<file path="src/rtl/rom_loader_pkg.sv">
// ============================================================================
// Module : rom_loader_pkg
// Brief  : Shared state encoding, frame field widths and defaults for rom_loader.
// Rev    : 1.0
// ============================================================================
`default_nettype none

package rom_loader_pkg;

    localparam int         c_BYTE_W    = 8;
    localparam int         c_WORD_W    = 16;
    localparam int         c_LEN_W     = 16;
    localparam logic [7:0] c_SYNC_BYTE = 8'hA5;

    typedef enum logic [2:0] {
        S_IDLE    = 3'd0,
        S_LEN_HI  = 3'd1,
        S_LEN_LO  = 3'd2,
        S_DATA_HI = 3'd3,
        S_DATA_LO = 3'd4,
        S_CSUM    = 3'd5,
        S_DONE    = 3'd6,
        S_ERROR   = 3'd7
    } state_t;

    // States in which a frame is in flight: bytes are consumed and the timeout runs.
    function automatic logic is_active(input state_t s);
        return (s == S_LEN_HI) || (s == S_LEN_LO) || (s == S_DATA_HI) ||
               (s == S_DATA_LO) || (s == S_CSUM);
    endfunction

endpackage

`default_nettype wire

</file>
<file path="src/rtl/rom_loader_timeout.sv">
// ============================================================================
// Module : rom_loader_timeout
// Brief  : Inter-byte idle counter; flags expiry after TIMEOUT_CYCLES idle cycles.
// Rev    : 1.0
// ============================================================================
`default_nettype none

module rom_loader_timeout #(
    parameter int TIMEOUT_CYCLES = 1_000_000
) (
    input  logic i_clk,
    input  logic i_rst,
    input  logic i_en,
    input  logic i_clr,
    output logic o_expired
);

    localparam int c_CNT_W = (TIMEOUT_CYCLES > 1) ? $clog2(TIMEOUT_CYCLES) : 1;
    localparam logic [c_CNT_W-1:0] c_LAST = c_CNT_W'(TIMEOUT_CYCLES - 1);

    logic [c_CNT_W-1:0] r_cnt;

    always_ff @(posedge i_clk or posedge i_rst) begin
        if (i_rst) begin
            r_cnt <= '0;
        end else if (!i_en || i_clr) begin
            r_cnt <= '0;
        end else if (r_cnt != c_LAST) begin
            r_cnt <= r_cnt + c_CNT_W'(1);
        end
    end

    // Fires during the TIMEOUT_CYCLES-th consecutive idle cycle.
    assign o_expired = i_en && !i_clr && (r_cnt == c_LAST);

endmodule

`default_nettype wire

</file>
<file path="src/rtl/rom_loader.sv">
// ============================================================================
// Module : rom_loader
// Brief  : Frames UART bytes into 16-bit words, writes the instruction ROM and
//          holds the CPU until a complete image is loaded.
//          Optional trailing XOR checksum byte: define ROM_LOADER_CHECKSUM_EN.
// Rev    : 1.0
// ============================================================================
`default_nettype none

module rom_loader
    import rom_loader_pkg::*;
#(
    parameter int         ADDR_W         = 11,
    parameter logic [7:0] SYNC_BYTE      = c_SYNC_BYTE,
    parameter int         TIMEOUT_CYCLES = 1_000_000
) (
    input  logic                i_clk,
    input  logic                i_rst,
    input  logic [7:0]          i_rx_data,
    input  logic                i_rx_valid,
    output logic                o_wr_en,
    output logic [ADDR_W-1:0]   o_wr_addr,
    output logic [15:0]         o_wr_data,
    output logic                o_cpu_hold,
    output logic                o_load_done,
    output logic                o_load_err,
    output logic [ADDR_W:0]     o_word_count
);

    localparam logic [c_LEN_W:0] c_DEPTH = (c_LEN_W + 1)'(2 ** ADDR_W);

    state_t                 r_state;
    state_t                 w_state_nxt;
    state_t                 w_after_data;
    logic [7:0]             r_len_hi;
    logic [c_LEN_W-1:0]     r_len;
    logic [7:0]             r_data_hi;
    logic                   r_wr_en;
    logic [ADDR_W-1:0]      r_wr_addr;
    logic [15:0]            r_wr_data;
    logic [ADDR_W:0]        r_word_count;
    logic                   w_expired;
    logic                   w_active;
    logic                   w_accept;
    logic                   w_restart;
    logic [c_LEN_W-1:0]     w_len_rx;
    logic [c_LEN_W:0]       w_cnt_p1;
    logic                   w_last_word;

`ifdef ROM_LOADER_CHECKSUM_EN
    logic [7:0]             r_csum;
`endif

    assign w_active  = is_active(r_state);
    assign w_accept  = i_rx_valid && w_active;
    assign w_restart = i_rx_valid && (i_rx_data == SYNC_BYTE) &&
                       ((r_state == S_IDLE) || (r_state == S_DONE) || (r_state == S_ERROR));
    assign w_len_rx  = {r_len_hi, i_rx_data};
    // No write can be pending when a low byte arrives, so the count is current here.
    assign w_cnt_p1    = (c_LEN_W + 1)'(r_word_count) + (c_LEN_W + 1)'(1);
    assign w_last_word = (w_cnt_p1 == {1'b0, r_len});

`ifdef ROM_LOADER_CHECKSUM_EN
    assign w_after_data = S_CSUM;
`else
    assign w_after_data = S_DONE;
`endif

    rom_loader_timeout #(
        .TIMEOUT_CYCLES (TIMEOUT_CYCLES)
    ) u_timeout (
        .i_clk     (i_clk),
        .i_rst     (i_rst),
        .i_en      (w_active),
        .i_clr     (i_rx_valid),
        .o_expired (w_expired)
    );

    always_ff @(posedge i_clk or posedge i_rst) begin
        if (i_rst) begin
            r_state <= S_IDLE;
        end else begin
            r_state <= w_state_nxt;
        end
    end

    always_comb begin
        w_state_nxt = r_state;
        case (r_state)
            S_IDLE, S_DONE, S_ERROR: begin
                if (w_restart) w_state_nxt = S_LEN_HI;
            end
            S_LEN_HI: begin
                if (i_rx_valid) w_state_nxt = S_LEN_LO;
            end
            S_LEN_LO: begin
                if (i_rx_valid) begin
                    if ({1'b0, w_len_rx} > c_DEPTH)  w_state_nxt = S_ERROR;
                    else if (w_len_rx == '0)         w_state_nxt = w_after_data;
                    else                             w_state_nxt = S_DATA_HI;
                end
            end
            S_DATA_HI: begin
                if (i_rx_valid) w_state_nxt = S_DATA_LO;
            end
            S_DATA_LO: begin
                if (i_rx_valid) w_state_nxt = w_last_word ? w_after_data : S_DATA_HI;
            end
`ifdef ROM_LOADER_CHECKSUM_EN
            S_CSUM: begin
                if (i_rx_valid) w_state_nxt = (i_rx_data == r_csum) ? S_DONE : S_ERROR;
            end
`endif
            default: w_state_nxt = S_IDLE;
        endcase
        if (w_expired) w_state_nxt = S_ERROR;
    end

    always_ff @(posedge i_clk or posedge i_rst) begin
        if (i_rst) begin
            r_len_hi     <= '0;
            r_len        <= '0;
            r_data_hi    <= '0;
            r_wr_en      <= 1'b0;
            r_wr_addr    <= '0;
            r_wr_data    <= '0;
            r_word_count <= '0;
        end else begin
            r_wr_en <= 1'b0;
            if (r_wr_en) begin
                r_wr_addr    <= r_wr_addr + ADDR_W'(1);
                r_word_count <= r_word_count + (ADDR_W + 1)'(1);
            end
            // A restart landing on the final write cycle takes priority over the increment.
            if (w_restart) begin
                r_wr_addr    <= '0;
                r_word_count <= '0;
            end
            if (w_accept) begin
                case (r_state)
                    S_LEN_HI:  r_len_hi  <= i_rx_data;
                    S_LEN_LO:  r_len     <= w_len_rx;
                    S_DATA_HI: r_data_hi <= i_rx_data;
                    S_DATA_LO: begin
                        r_wr_en   <= 1'b1;
                        r_wr_data <= {r_data_hi, i_rx_data};
                    end
                    default: ;
                endcase
            end
        end
    end

`ifdef ROM_LOADER_CHECKSUM_EN
    always_ff @(posedge i_clk or posedge i_rst) begin
        if (i_rst) begin
            r_csum <= '0;
        end else if (w_restart) begin
            r_csum <= '0;
        end else if (w_accept) begin
            r_csum <= r_csum ^ i_rx_data;
        end
    end
`endif

    assign o_wr_en      = r_wr_en;
    assign o_wr_addr    = r_wr_addr;
    assign o_wr_data    = r_wr_data;
    assign o_cpu_hold   = (r_state != S_DONE);
    assign o_load_done  = (r_state == S_DONE);
    assign o_load_err   = (r_state == S_ERROR);
    assign o_word_count = r_word_count;

endmodule

`default_nettype wire

</file>
<file path="config.mk">
export PLATFORM = sky130hd
export DESIGN_NAME = rom_loader
export DESIGN_NICKNAME = d
export VERILOG_FILES = /design/src/rtl/rom_loader_pkg.sv /design/src/rtl/rom_loader_timeout.sv /design/src/rtl/rom_loader.sv
export SDC_FILE = /design/constraint.sdc
export NUM_CORES = 1
export LEC_CHECK = 0
export ABC_AREA = 1
export CORE_MARGIN = 2
export CORE_UTILIZATION = 47
export CTS_CLUSTER_SIZE = 28
export DETAILED_ROUTE_END_ITERATION = 6
export HOLD_SLACK_MARGIN = 0.03
export PLACE_DENSITY = 0.67
export SETUP_SLACK_MARGIN = 0.4
export SKIP_LAST_GASP = 1
export SLEW_MARGIN = 20
export SYNTH_ARGS = -nofsm -noshare
export SYNTH_HDL_FRONTEND = slang
export SYNTH_SLANG_ARGS = --single-unit
</file>
<file path="constraint.sdc">
create_clock -name i_clk -period 4.8 [get_ports i_clk]
set_clock_uncertainty 0.2 [all_clocks]
set_input_delay 0.96 -clock i_clk [delete_from_list [all_inputs] [get_ports i_clk]]
set_output_delay 0.96 -clock i_clk [all_outputs]
set_load 0.02 [all_outputs]
</file>
==> run_1/metal_density.png <==
The die is cut into 21 by 21 equal tiles; dark purple is low, yellow is high, scaled to the fullest tile. Values are wire area over tile area, all layers added.
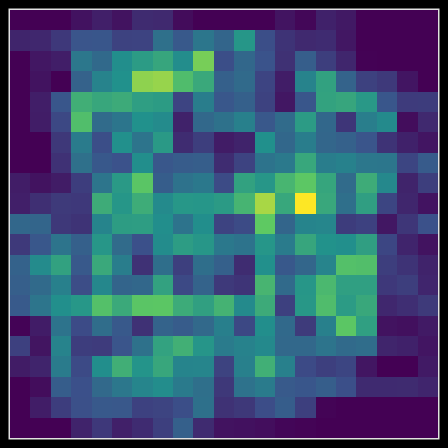
The fullest tile reaches 0.51. The mean over all tiles is 0.15. 19% of the tiles are over half the peak. 12% of the tiles are nearly empty.
all-layer global routing usage: 0.204
Routed WL per cell: 13.4 um

==> run_1/cell_density.png <==
Scale bar: 20 um. The die is cut into 11 by 11 equal tiles; dark purple is low, yellow is high, 0 to 100% covered.
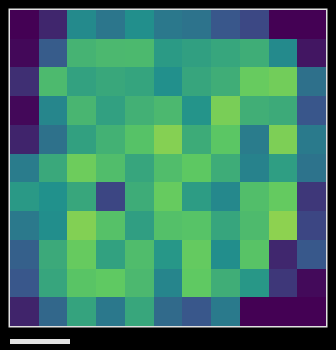
The fullest tile reaches 82%. The densest ninth of the die: middle. The mean over all tiles is 49%.

==> results.toml, run 1 <==
# yosys + openroad results
[status]
status = "completed"

[critical_path]
r2r_slack_ns = 2.50
path_buffers = 1
cp_max_fo = 20
cp-start-kind = "flop"
rr_endpoint = "r_state[0]"
r2r-start = "o_word_count[1]"
rr_worst_depth = 14
endpoint_kind = "primary output"
worstSetupPathType = "reg -> out"
arrival_ns = 1.88
critical-path-slowest-cell = "dfrtp_1"
critPathMaxStageDelay_ns = 0.78
cp.required_ns = 3.64
cpLargestDelayFamily = "flip-flops"
path_cells = "clkdlybuf4s50_1"

[global_routing]
grt_pass1_vias = 4018
grt_max_degree = 35
gr-total-overflow = 0
grt_pass1_wl_um = 18400
antenna_found_initial = 0

[timing]
post-route-min-period_ns = 3.04
period_used_share = 0.634
hold_viol = 0
finalSetupTns_ns = 0
drv_slew = 0
timing.fmax_mhz = 329
tightest_slew_ns = 0.847
rsz0062_at_grt = "no"
timing.hold.ws_ns = 0.281
final-setup-viol-count = 0
layout_setup_ws_ns = 1.76
max_slew_margin = 0.434

[cts]
clk_pin_slew_worst_paths_ns = 0.09
post_cts_resized = 0
htreeDepth = 3
post-cts-setup-buffers = 0
cts_hold_buf = 0
cts_sinks = 95
cts_root_buffer = "clkbuf_8"
cts_tree = "built"
cts_buffer_depth = 2

[route]
drt_iter0_markers = 185
finalWirelength_um = 10700
drc = 0
ant_nets = 0
vias = 4152
dr.pass1.iters = 5
via_per_inst = 5.20

[power]
peakVddDrop_uv = 271
p_comb_frac = 0.428
internal_power_mw = 1.84
p_clk_frac = 0.152
p_seq_frac = 0.420
power_mw = 3.18
power.switching_mw = 1.34
power_density_nw_per_um2 = 562
switching_share = 0.421
p_leak_nw = 2.66

[placement]
portBuffers = 53
place_ws_ns = 1.53
dpl_cell_area_um2 = 5490
routabilityCongestion = 0.890
dp_hpwl_um = 7800
place_inst = 783

[die]
num_io_pins = 54
dieArea_um2 = 11100
floorplan.core_util = 0.477
die_w_um = 105
core-area_um2 = 10100
rows = 37
chipHeight_um = 105

[cells_and_area]
antenna_cells = 0
layout-drive-gt1-share = 0.0876
finalNetCount = 672
area_growth_pct = 16.9
final_area_um2 = 5660
layout.cells.non_filler = 798
fillCellCount = 930

[min_path]
min-delay-start = "o_wr_data[8]"
whs_endpoint = "o_wr_data[8]"
hold_path_class = "reg -> reg"
whs_path_depth = 2

[flow_run]
warnings = 26
cap_violations = 0

[synthesis]
edf_count = 0
synthCells = 606
synthesis.nets = 620
syn_area_um2 = 4840
synth_flops = 95
yosysCellCount = 606
top_cell_area_share = 0.491
ys_seq_frac = 0.491
top_area_cell = "dfrtp_1"
yosysMostFrequentCell = "nand2_1"
ys.flop_type = "dfrtp_1"
synth_warnings = 0
ys_area_um2 = 4840
ys_types = 41
syn_area_per_cell_um2 = 7.98
top_cells_by_count = "nand2_1, dfrtp_1, inv_1"
synth-async-reset-ratio = 1.00
topCellsByArea = "dfrtp_1, nand2_1, inv_1, o21ai_0, nand3_1"
==> run_1/clocks.png <==
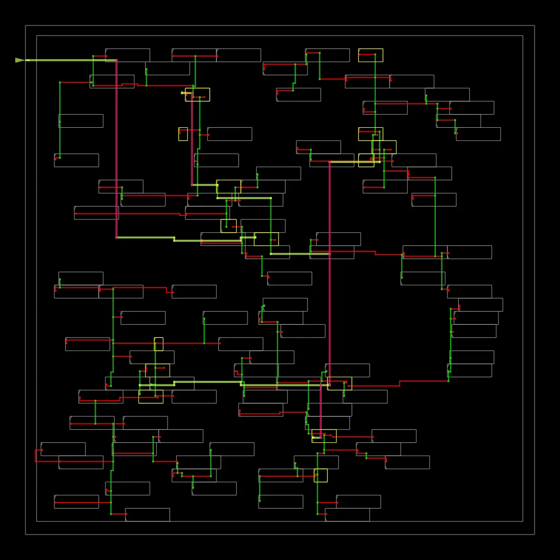
CTS Buf Count: 9
P_clk: 0.482 mW
clock latency on the worst-skew pair: 0.37 ns
# clk buffers: 10

==> run_1/flops_by_reg.png <==
Scale bar: 20 um. Other sequential cells in the stronger grey, the rest of the logic in the fainter grey.
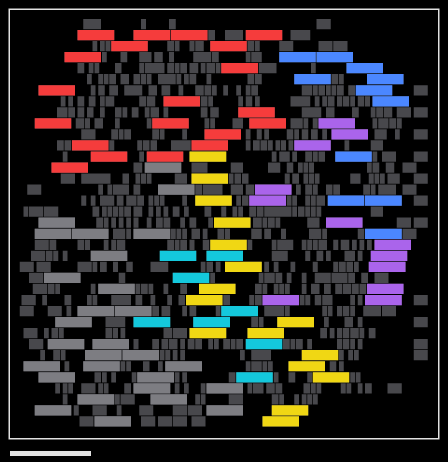
Key: purple = `o_word_count` [sequential cells 12, where right middle]; blue = `o_wr_addr` [sequential cells 11, where top right]; red = `u_timeout.r_cnt` [sequential cells 20]; cyan = `r_len_hi` [sequential cells 8]; yellow = `r_len` [sequential cells 16]
Another 28 sequential cells are not coloured.
sequential cell area share: 0.420
Storage cell area: 2380 um2
final core utilization: 0.558
Seq. pwr: 1.34 mW

[run 1: cell families after synthesis]
kind of cell | Yosys count | share of synthesized area
AND-OR/OR-AND | 99 | 0.112
XOR/XNOR | 8 | 0.0145
adder cells (fa/ha/maj) | 3 | 0.00776
buffers and inverters | 97 | 0.0789
flip-flops | 95 | 0.491
multiplexers | 1 | 0.00233
AND/OR/NAND/NOR | 303 | 0.293
[run 1: power groups by stage]
stage	logic [mW]	clock network [mW]	registers (mW)
after floorplan	0.780	0	1.44
after global placement	1.34	0	1.34
after detailed placement	1.37	0	1.35
after CTS	1.37	0.490	1.33
after global routing	1.53	0.524	1.38
final	1.36	0.482	1.34
[run 1: cells in the final DEF (no fill, tap or decap), drive strengths merged, types with 5 or more instances in the layout]
cell | netlist | routed
inv | 83 | 82
clkdlybuf4s50 | 0 | 53
clkbuf | 6 | 10
a21oi | 27 | 27
nor3 | 21 | 21
nand3b | 5 | 5
clkinv | 0 | 5
nor4 | 8 | 8
nand4 | 14 | 14
dfrtp | 95 | 95
o21ai | 63 | 63
nor2 | 51 | 51
xor2 | 5 | 5
nand2 | 165 | 165
nand3 | 33 | 33
[run 1: registers in the layout (all words and copies together), names as in the netlist]
signal and count:
u_timeout.r_cnt 20, o_wr_data 16, r_len 16, o_word_count 12
o_wr_addr 11, r_data_hi 8, r_len_hi 8, r_state 3
o_wr_en 1
[run 1: worst max-delay path by stage]
stage	start	endpoint	slack, ns	cells past startpoint
detailed placement	i_rx_valid	o_word_count[10]	1.53	8
floorplan	i_rst	o_word_count[0]	1.16	1
global route	o_wr_en	o_wr_en	1.64	1
CTS	o_wr_en	o_wr_en	1.74	1
global placement	i_rx_valid	o_word_count[11]	1.61	8
finish	o_wr_en	o_wr_en	1.76	1
[run 1: final cells by class]
| class | instances | area (um2) | share of cell area |
|---|---|---|---|
| flip-flops and latches | 95 | 2380 | 0.420 |
| multi-input cells | 414 | 2080 | 0.368 |
| repair buffers | 55 | 546 | 0.0964 |
| inverters | 83 | 313 | 0.0553 |
| well taps | 136 | 170 | 0.0301 |
| clock buffers | 10 | 138 | 0.0243 |
| clock inverters | 5 | 35.0 | 0.00619 |
[run 1: metal layers]
metal | global-route usage | up-vias | part of all wire
met5 | 0 | - | 0
met4 | 0.0657 | 0 | 0.011
met3 | 0.0458 | 11 | 0.040
met2 | 0.320 | 79 | 0.45
met1 | 0.283 | 1992 | 0.49
li1 | - | 2070 | -
==> run_1/wires.png <==
Two of the layers only.
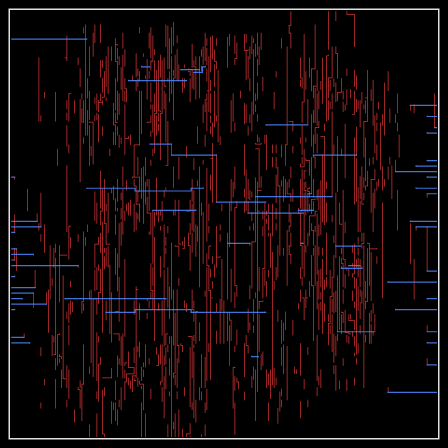

==> inputs of run 2 (changes only) <==
--- a/config.mk
+++ b/config.mk
@@ -11,7 +11,7 @@
 export CTS_CLUSTER_SIZE = 28
 export DETAILED_ROUTE_END_ITERATION = 6
 export HOLD_SLACK_MARGIN = 0.03
-export PLACE_DENSITY = 0.67
+export PLACE_DENSITY = 0.69
 export SETUP_SLACK_MARGIN = 0.4
 export SKIP_LAST_GASP = 1
 export SLEW_MARGIN = 20
==> constraint.sdc (replaced) <==
create_clock -name i_clk -period 2.6 [get_ports i_clk]
set_clock_uncertainty 0.2 [all_clocks]
set_input_delay 0.52 -clock i_clk [delete_from_list [all_inputs] [get_ports i_clk]]
set_output_delay 0.52 -clock i_clk [all_outputs]
set_load 0.02 [all_outputs]
==> run_2/wires.png <==
Two of the layers only.
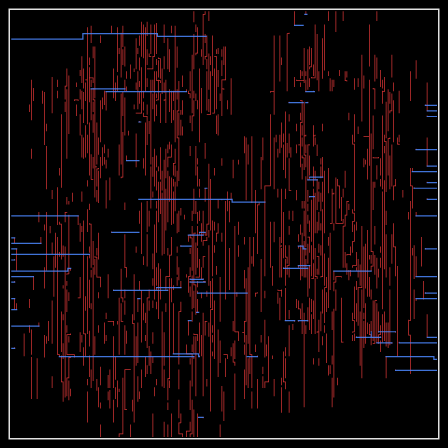
Key: red = metal 2 [wire length 5,140 um]; blue = metal 3 [wire length 427 um]
via count: 4,229
all-layer global routing usage: 0.213
wirelength, routed: 11,100 um
Routed WL per cell: 13.6 um

==> results.toml, run 2 <==
# yosys + openroad results
[route]
ant_nets = 0
via_per_inst = 5.19
drt_iter0_markers = 300
dr.pass1.iters = 5
drc = 0

[critical_path]
path_buffers = 1
rr_worst_depth = 14
cp-start-kind = "flop"
r2r_slack_ns = 0.52
cpLargestDelayFamily = "buffers and inverters"
arrival_ns = 1.40
path_cells = "clkdlybuf4s50_1"
worstSetupPathType = "reg -> out"
critPathMaxStageDelay_ns = 0.63
endpoint_kind = "primary output"
cp_max_fo = 4
cp.required_ns = 1.88
rr_endpoint = "r_state[0]"
r2r-start = "o_word_count[0]"
critical-path-slowest-cell = "clkdlybuf4s50_1"

[global_routing]
grt.met3_usage = 0.0359
grt_pass1_vias = 4104
grt_use_met2 = 0.343
antenna_found_initial = 0
grt.busiest_layer = "met2"
grt_pass1_wl_um = 19200
gr-total-overflow = 0
gr-usage-met1 = 0.288
grt_max_degree = 46

[status]
status = "completed"

[synthesis]
syn_area_um2 = 4840
synthesis.nets = 620
yosysCellCount = 606
top_cells_by_count = "nand2_1, dfrtp_1, inv_1"
top_cell_area_share = 0.491
ys.flop_type = "dfrtp_1"
syn_area_per_cell_um2 = 7.98
ys_area_um2 = 4840
top_area_cell = "dfrtp_1"
yosysMostFrequentCell = "nand2_1"
synthCells = 606
topCellsByArea = "dfrtp_1, nand2_1, inv_1, o21ai_0, nand3_1"
ys_types = 41
synth-async-reset-ratio = 1.00
edf_count = 0
synth_flops = 95
ys_seq_frac = 0.491
synth_warnings = 0

[timing]
max_slew_margin = 0.617
final-setup-viol-count = 0
post-route-min-period_ns = 2.12
drv_slew = 0
finalSetupTns_ns = 0
period_used_share = 0.817
tightest_slew_ns = 0.569
rsz0062_at_grt = "yes"
hold_viol = 0
timing.fmax_mhz = 471

[power]
p_clk_frac = 0.161
peakVddDrop_uv = 581
power.switching_mw = 2.57
power_density_nw_per_um2 = 1020
internal_power_mw = 3.46
switching_share = 0.426
p_leak_nw = 2.80
p_seq_frac = 0.406
p_comb_frac = 0.434

[placement]
dp_hpwl_um = 8110
portBuffers = 53
place_inst = 795
routabilityCongestion = 0.874
dpl_cell_area_um2 = 5600

[cells_and_area]
fillCellCount = 927
register_area_um2 = 2380
logic_area_um2 = 2130
mostFrequentLayoutCells = "nand2_1, dfrtp_1, inv_1"
layout.cells.non_filler = 815
final_area_um2 = 5890
layout-drive-gt1-share = 0.127
largest_register = "u_timeout.r_cnt"
largest_register_ffs = 20
layout_top_cell = "nand2_1"
finalNetCount = 688
antenna_cells = 0
area_growth_pct = 21.7

[die]
num_io_pins = 54
rows = 37
dieArea_um2 = 11100
floorplan.core_util = 0.477
die_w_um = 105
chipHeight_um = 105
core-area_um2 = 10100

[cts]
cts_buffer_depth = 2
htreeDepth = 3
cts_tree = "built"
numCtsBuffers = 9
cts_root_buffer = "clkbuf_8"
clk_pin_slew_worst_paths_ns = 0.11

[min_path]
hold_path_class = "reg -> reg"
whs_path_depth = 2
whs_endpoint = "o_wr_data[9]"
min-delay-start = "o_wr_data[9]"

[flow_run]
warnings = 28
cap_violations = 0
==> run_2/clocks.png <==
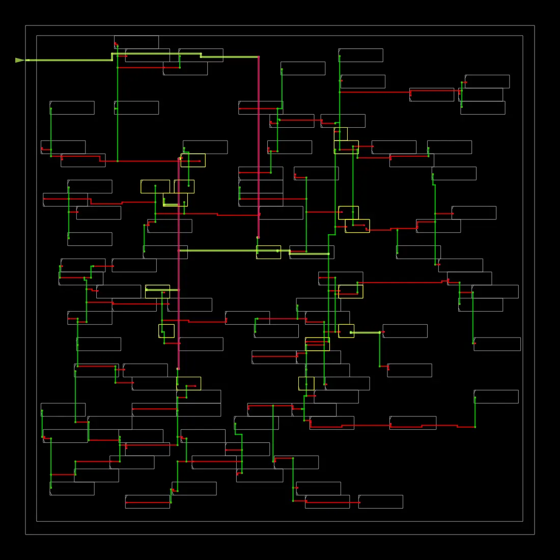
CTS sink count: 95
clock latency on the worst-skew pair: 0.36 ns
# clk buffers: 9

run 2: netlist changes by cell type in the layout (fill, tap and decap cells not counted), moves of 4 or more:
cell | previous run | this run
buf_4 | 2 | 16
clkdlybuf4s50_1 | 53 | 39
dlygate4sd2_1 | 0 | 6
dlymetal6s2s_1 | 0 | 6
dfrtp_1 | 95 | 91
dfrtp_2 | 0 | 4
run 2: cells by family after synthesis:
logic type,count (synthesis),share of synthesized area
compound gates,99,0.112
xor+xnor,8,0.0145
fa+ha+maj,3,0.00776
buf+inv,97,0.0789
flops,95,0.491
mux,1,0.00233
simple gates,303,0.293
run 2: worst max path at each step:
| stage | endpoint | startpoint | slack, ns | depth (start not counted) |
|---|---|---|---|---|
| final | o_wr_addr[2] | o_wr_addr[2] | 0.48 | 1 |
| after global routing | r_state[0] | o_word_count[1] | 0.32 | 14 |
| after CTS | o_load_err | r_state[2] | 0.32 | 3 |
| after detailed placement | r_state[2] | i_rx_data[4] | 0.21 | 11 |
| after global placement | r_state[2] | i_rx_data[4] | 0.25 | 11 |
| after floorplan | r_state[0] | o_word_count[1] | 0.54 | 14 |
run 2: routing by layer:
metal  share of wire  vias to the layer above  routed length, um
met5               0                        -                  0
met4           0.019                        0                207
met3           0.038                       19                426
met2            0.46                       96               5140
met1            0.48                     2010               5330
li1                -                     2104                  -
run 2: area by class of cell:
cell class,instances,share of cell area
sequential,95,0.405
multi-input combinational,414,0.362
timing repair buffer,71,0.118
inverter,83,0.0535
tap,136,0.0289
clock buffer,9,0.0210
clock inverter,7,0.0123
run 2: timing repair:
item | 4_1_cts | 5_1_grt
setup endpoints to repair | 11 | 19
pin swaps | 0 | 1
hold buffers | 0 | 0
gates resized | 12 | 20
buffers inserted | 2 | 2
run 2: per-stage QoR:
step / hold WS [ns] / power [mW] / util / worst slack, ns
6_report: 0.283 / 6.03 / 0.581 / 0.476
5_1_grt: 0.314 / 6.51 / 0.581 / 0.321
4_1_cts: 0.289 / 6.05 / 0.574 / 0.321
3_5_place_dp: 0.262 / 5.03 / 0.553 / 0.214
3_3_place_gp: 0.257 / 4.96 / 0.553 / 0.248
2_1_floorplan: 0.249 / 4.09 / - / 0.542
run 2: power groups by stage:
stage | sequential, mW | clock [mW] | combinational [mW]
6_report | 2.45 | 0.968 | 2.62
5_1_grt | 2.52 | 1.06 | 2.94
4_1_cts | 2.44 | 1.00 | 2.61
3_5_place_dp | 2.46 | 0 | 2.57
3_3_place_gp | 2.44 | 0 | 2.52
2_1_floorplan | 2.65 | 0 | 1.44
==> run_2/cell_density.png <==
Scale bar: 20 um. The die is cut into 11 by 11 equal tiles; dark purple is low, yellow is high, 0 to 100% covered.
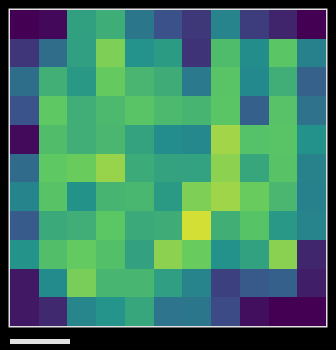

==> inputs of run 3 (changes only) <==
--- a/config.mk
+++ b/config.mk
@@ -11,7 +11,7 @@
 export CTS_CLUSTER_SIZE = 28
 export DETAILED_ROUTE_END_ITERATION = 6
 export HOLD_SLACK_MARGIN = 0.03
-export PLACE_DENSITY = 0.69
+export PLACE_DENSITY = 0.67
 export SETUP_SLACK_MARGIN = 0.4
 export SKIP_LAST_GASP = 1
 export SLEW_MARGIN = 20
==> constraint.sdc (replaced) <==
create_clock -name i_clk -period 2.2 [get_ports i_clk]
set_clock_uncertainty 0.2 [all_clocks]
set_input_delay 0.44 -clock i_clk [delete_from_list [all_inputs] [get_ports i_clk]]
set_output_delay 0.44 -clock i_clk [all_outputs]
set_load 0.02 [all_outputs]
==> run_3/cell_density.png <==
Scale bar: 20 um. The die is cut into 11 by 11 equal tiles; dark purple is low, yellow is high, 0 to 100% covered.
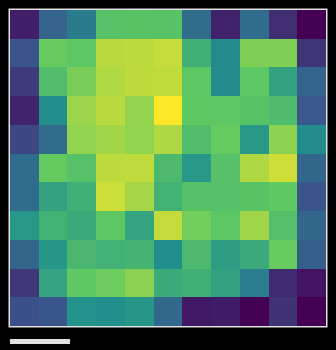
The mean over all tiles is 58%. The emptiest ninth of the die: bottom right. 28% of the tiles are over 75% full. 2.5% of the tiles are nearly empty. The fullest tile reaches 100%.
core box area: 10,100 um2
final core utilization: 0.649
Init Core Util: 0.477

==> results.toml, run 3 <==
# yosys + openroad results
[status]
status = "completed"

[cells_and_area]
largest_register_ffs = 20
largest_register = "u_timeout.r_cnt"
layout-drive-gt1-share = 0.302
antenna_cells = 0
layout_top_cell = "nand2_1"
finalNetCount = 732
area_growth_pct = 36.0

[global_routing]
antenna_found_initial = 0
grt_max_degree = 73
grt_pass1_wl_um = 19600
gr-total-overflow = 0
grt_usage = 0.218

[cts]
numCtsBuffers = 9
htreeDepth = 3
cts_buffer_depth = 2
clk_pin_slew_worst_paths_ns = 0.11
cts_tree = "built"
cts_sinks = 95
clock_latency_ns = 0.36

[critical_path]
cp_max_fo = 5
worstSetupPathType = "reg -> reg"
r2r_slack_ns = 0.19
cp.required_ns = 2.30
cp-start-kind = "flop"
critical_path_depth = 10
endpoint_kind = "flop"
cpLargestDelayFamily = "simple AND/OR/NAND/NOR gates"
critical-path-slowest-cell = "dfrtp_1"
r2r-start = "r_state[1]"
path_buffers = 3
arrival_ns = 2.11
path_cells = "buf_6 -> buf_6 -> nor3_4 -> nor2_4 -> nor2_8 -> buf_4 -> nand4_4 -> nand2_1 -> o21ai_1 -> a21oi_1"
rr_worst_depth = 10
critPathMaxStageDelay_ns = 0.43
rr_endpoint = "u_timeout.r_cnt[12]"

[synthesis]
top_cell_area_share = 0.491
edf_count = 0
simple_gate_area_frac = 0.293
top_cells_by_count = "nand2_1, dfrtp_1, inv_1"
synthAoiAreaFrac = 0.112
synthAdderAreaFrac = 0.00776
topCellsByArea = "dfrtp_1, nand2_1, inv_1, o21ai_0, nand3_1"
yosysCellCount = 606
topCombFamilyByArea = "simple AND/OR/NAND/NOR gates"
syn_area_per_cell_um2 = 7.98
synth-async-reset-ratio = 1.00
synth_flops = 95
syn_area_um2 = 4840
ys_seq_frac = 0.491
synthesis.nets = 620
yosysMostFrequentCell = "nand2_1"
ys.flop_type = "dfrtp_1"
top_area_cell = "dfrtp_1"
ys_area_um2 = 4840
synth_warnings = 0
synthCells = 606
synth.area.mux_share = 0.00233

[die]
die_w_um = 105
num_io_pins = 54
rows = 37
chipHeight_um = 105

[route]
finalWirelength_um = 12700
via_per_inst = 5.22
drt_iter0_markers = 290
dr.pass1.iters = 4
drc = 0
vias = 4483
ant_nets = 0

[timing]
hold_viol = 0
rsz0062_at_grt = "yes"
max_slew_margin = 0.663
tightest_slew_ns = 0.501
period_used_share = 0.914
finalSetupTns_ns = 0
layout_setup_ws_ns = 0.190
final-setup-viol-count = 0

[power]
peakVddDrop_uv = 540
power_density_nw_per_um2 = 1170
p_leak_nw = 3.08

[placement]
dp_hpwl_um = 8110
portBuffers = 53
place_ws_ns = -0.218
routabilityCongestion = 0.894

[min_path]
hold_path_class = "reg -> reg"
whs_endpoint = "o_wr_data[15]"
min-delay-start = "o_wr_data[15]"
==> run_3/wires.png <==
Two of the layers only.
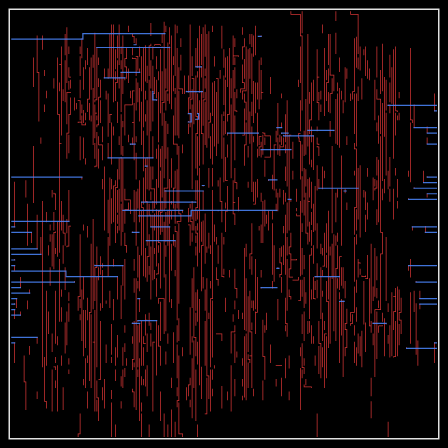
Key: red = metal 2 [wire length 6,430 um]; blue = metal 3 [wire length 444 um]

## run 3: worst max path at each step
stage | endpoint | slack (ns) | startpoint
6_report | u_timeout.r_cnt[12] | 0.19 | r_state[1]
2_1_floorplan | o_word_count[0] | 0.34 | i_rst
3_3_place_gp | r_state[2] | -0.20 | i_rx_data[7]
3_5_place_dp | r_state[2] | -0.22 | i_rx_data[7]
4_1_cts | o_load_done | 0.14 | r_state[1]
5_1_grt | r_state[0] | 0.04 | o_word_count[0]
## run 3: through the flow
stage,total power [mW],hold WS [ns],cell area (um2),instances
3_3_place_gp,5.93,0.258,5700,802
5_1_grt,8.26,0.314,6580,859
3_5_place_dp,6.03,0.263,5700,802
6_report,7.70,0.278,6580,859
4_1_cts,7.13,0.284,6040,832
2_1_floorplan,4.90,0.249,4880,606
## run 3: cell type report
cell class | count | area [um2] | area share
multi-input cells | 414 | 2460 | 0.374
flip-flops and latches | 95 | 2400 | 0.364
repair buffers | 115 | 1020 | 0.155
inverters | 83 | 347 | 0.0527
well taps | 136 | 170 | 0.0259
clock buffers | 9 | 124 | 0.0188
clock inverters | 7 | 65.1 | 0.00989
## run 3: kinds of logic after synthesis
logic type | count (synthesis)
fa+ha+maj | 3
compound gates | 99
simple gates | 303
buf+inv | 97
xor+xnor | 8
mux | 1
flops | 95
## run 3: tightest hold or removal path, cell delays in order (launching register included)
cell and delay, ns:
dfrtp_1 0.35, nand2_1 0.05, nand2_1 0.05
## run 3: timing repair
item | 4_1_cts | 5_1_grt
endpoints found under the setup margin | 85 | 89
hold buffers | 0 | 0
resized | 93 | 125
buffers inserted | 14 | 27
pin swaps | 2 | 14
## run 3: power breakdown
| group | internal (mW) | switching [mW] | total (mW) |
|---|---|---|---|
| combinational | 1.54 | 2.11 | 3.65 |
| clock | 0.440 | 0.702 | 1.14 |
| sequential | 2.36 | 0.554 | 2.91 |
## run 3: per-layer routing
metal  part of all wire  vias to the layer above  track usage
li1                   -                     2199            -
met1               0.44                     2165        0.300
met2               0.50                       96        0.358
met3              0.035                       23       0.0334
met4              0.019                        0       0.0676
met5                  0                        -            0
Power is estimated from default activity; no workload was simulated.
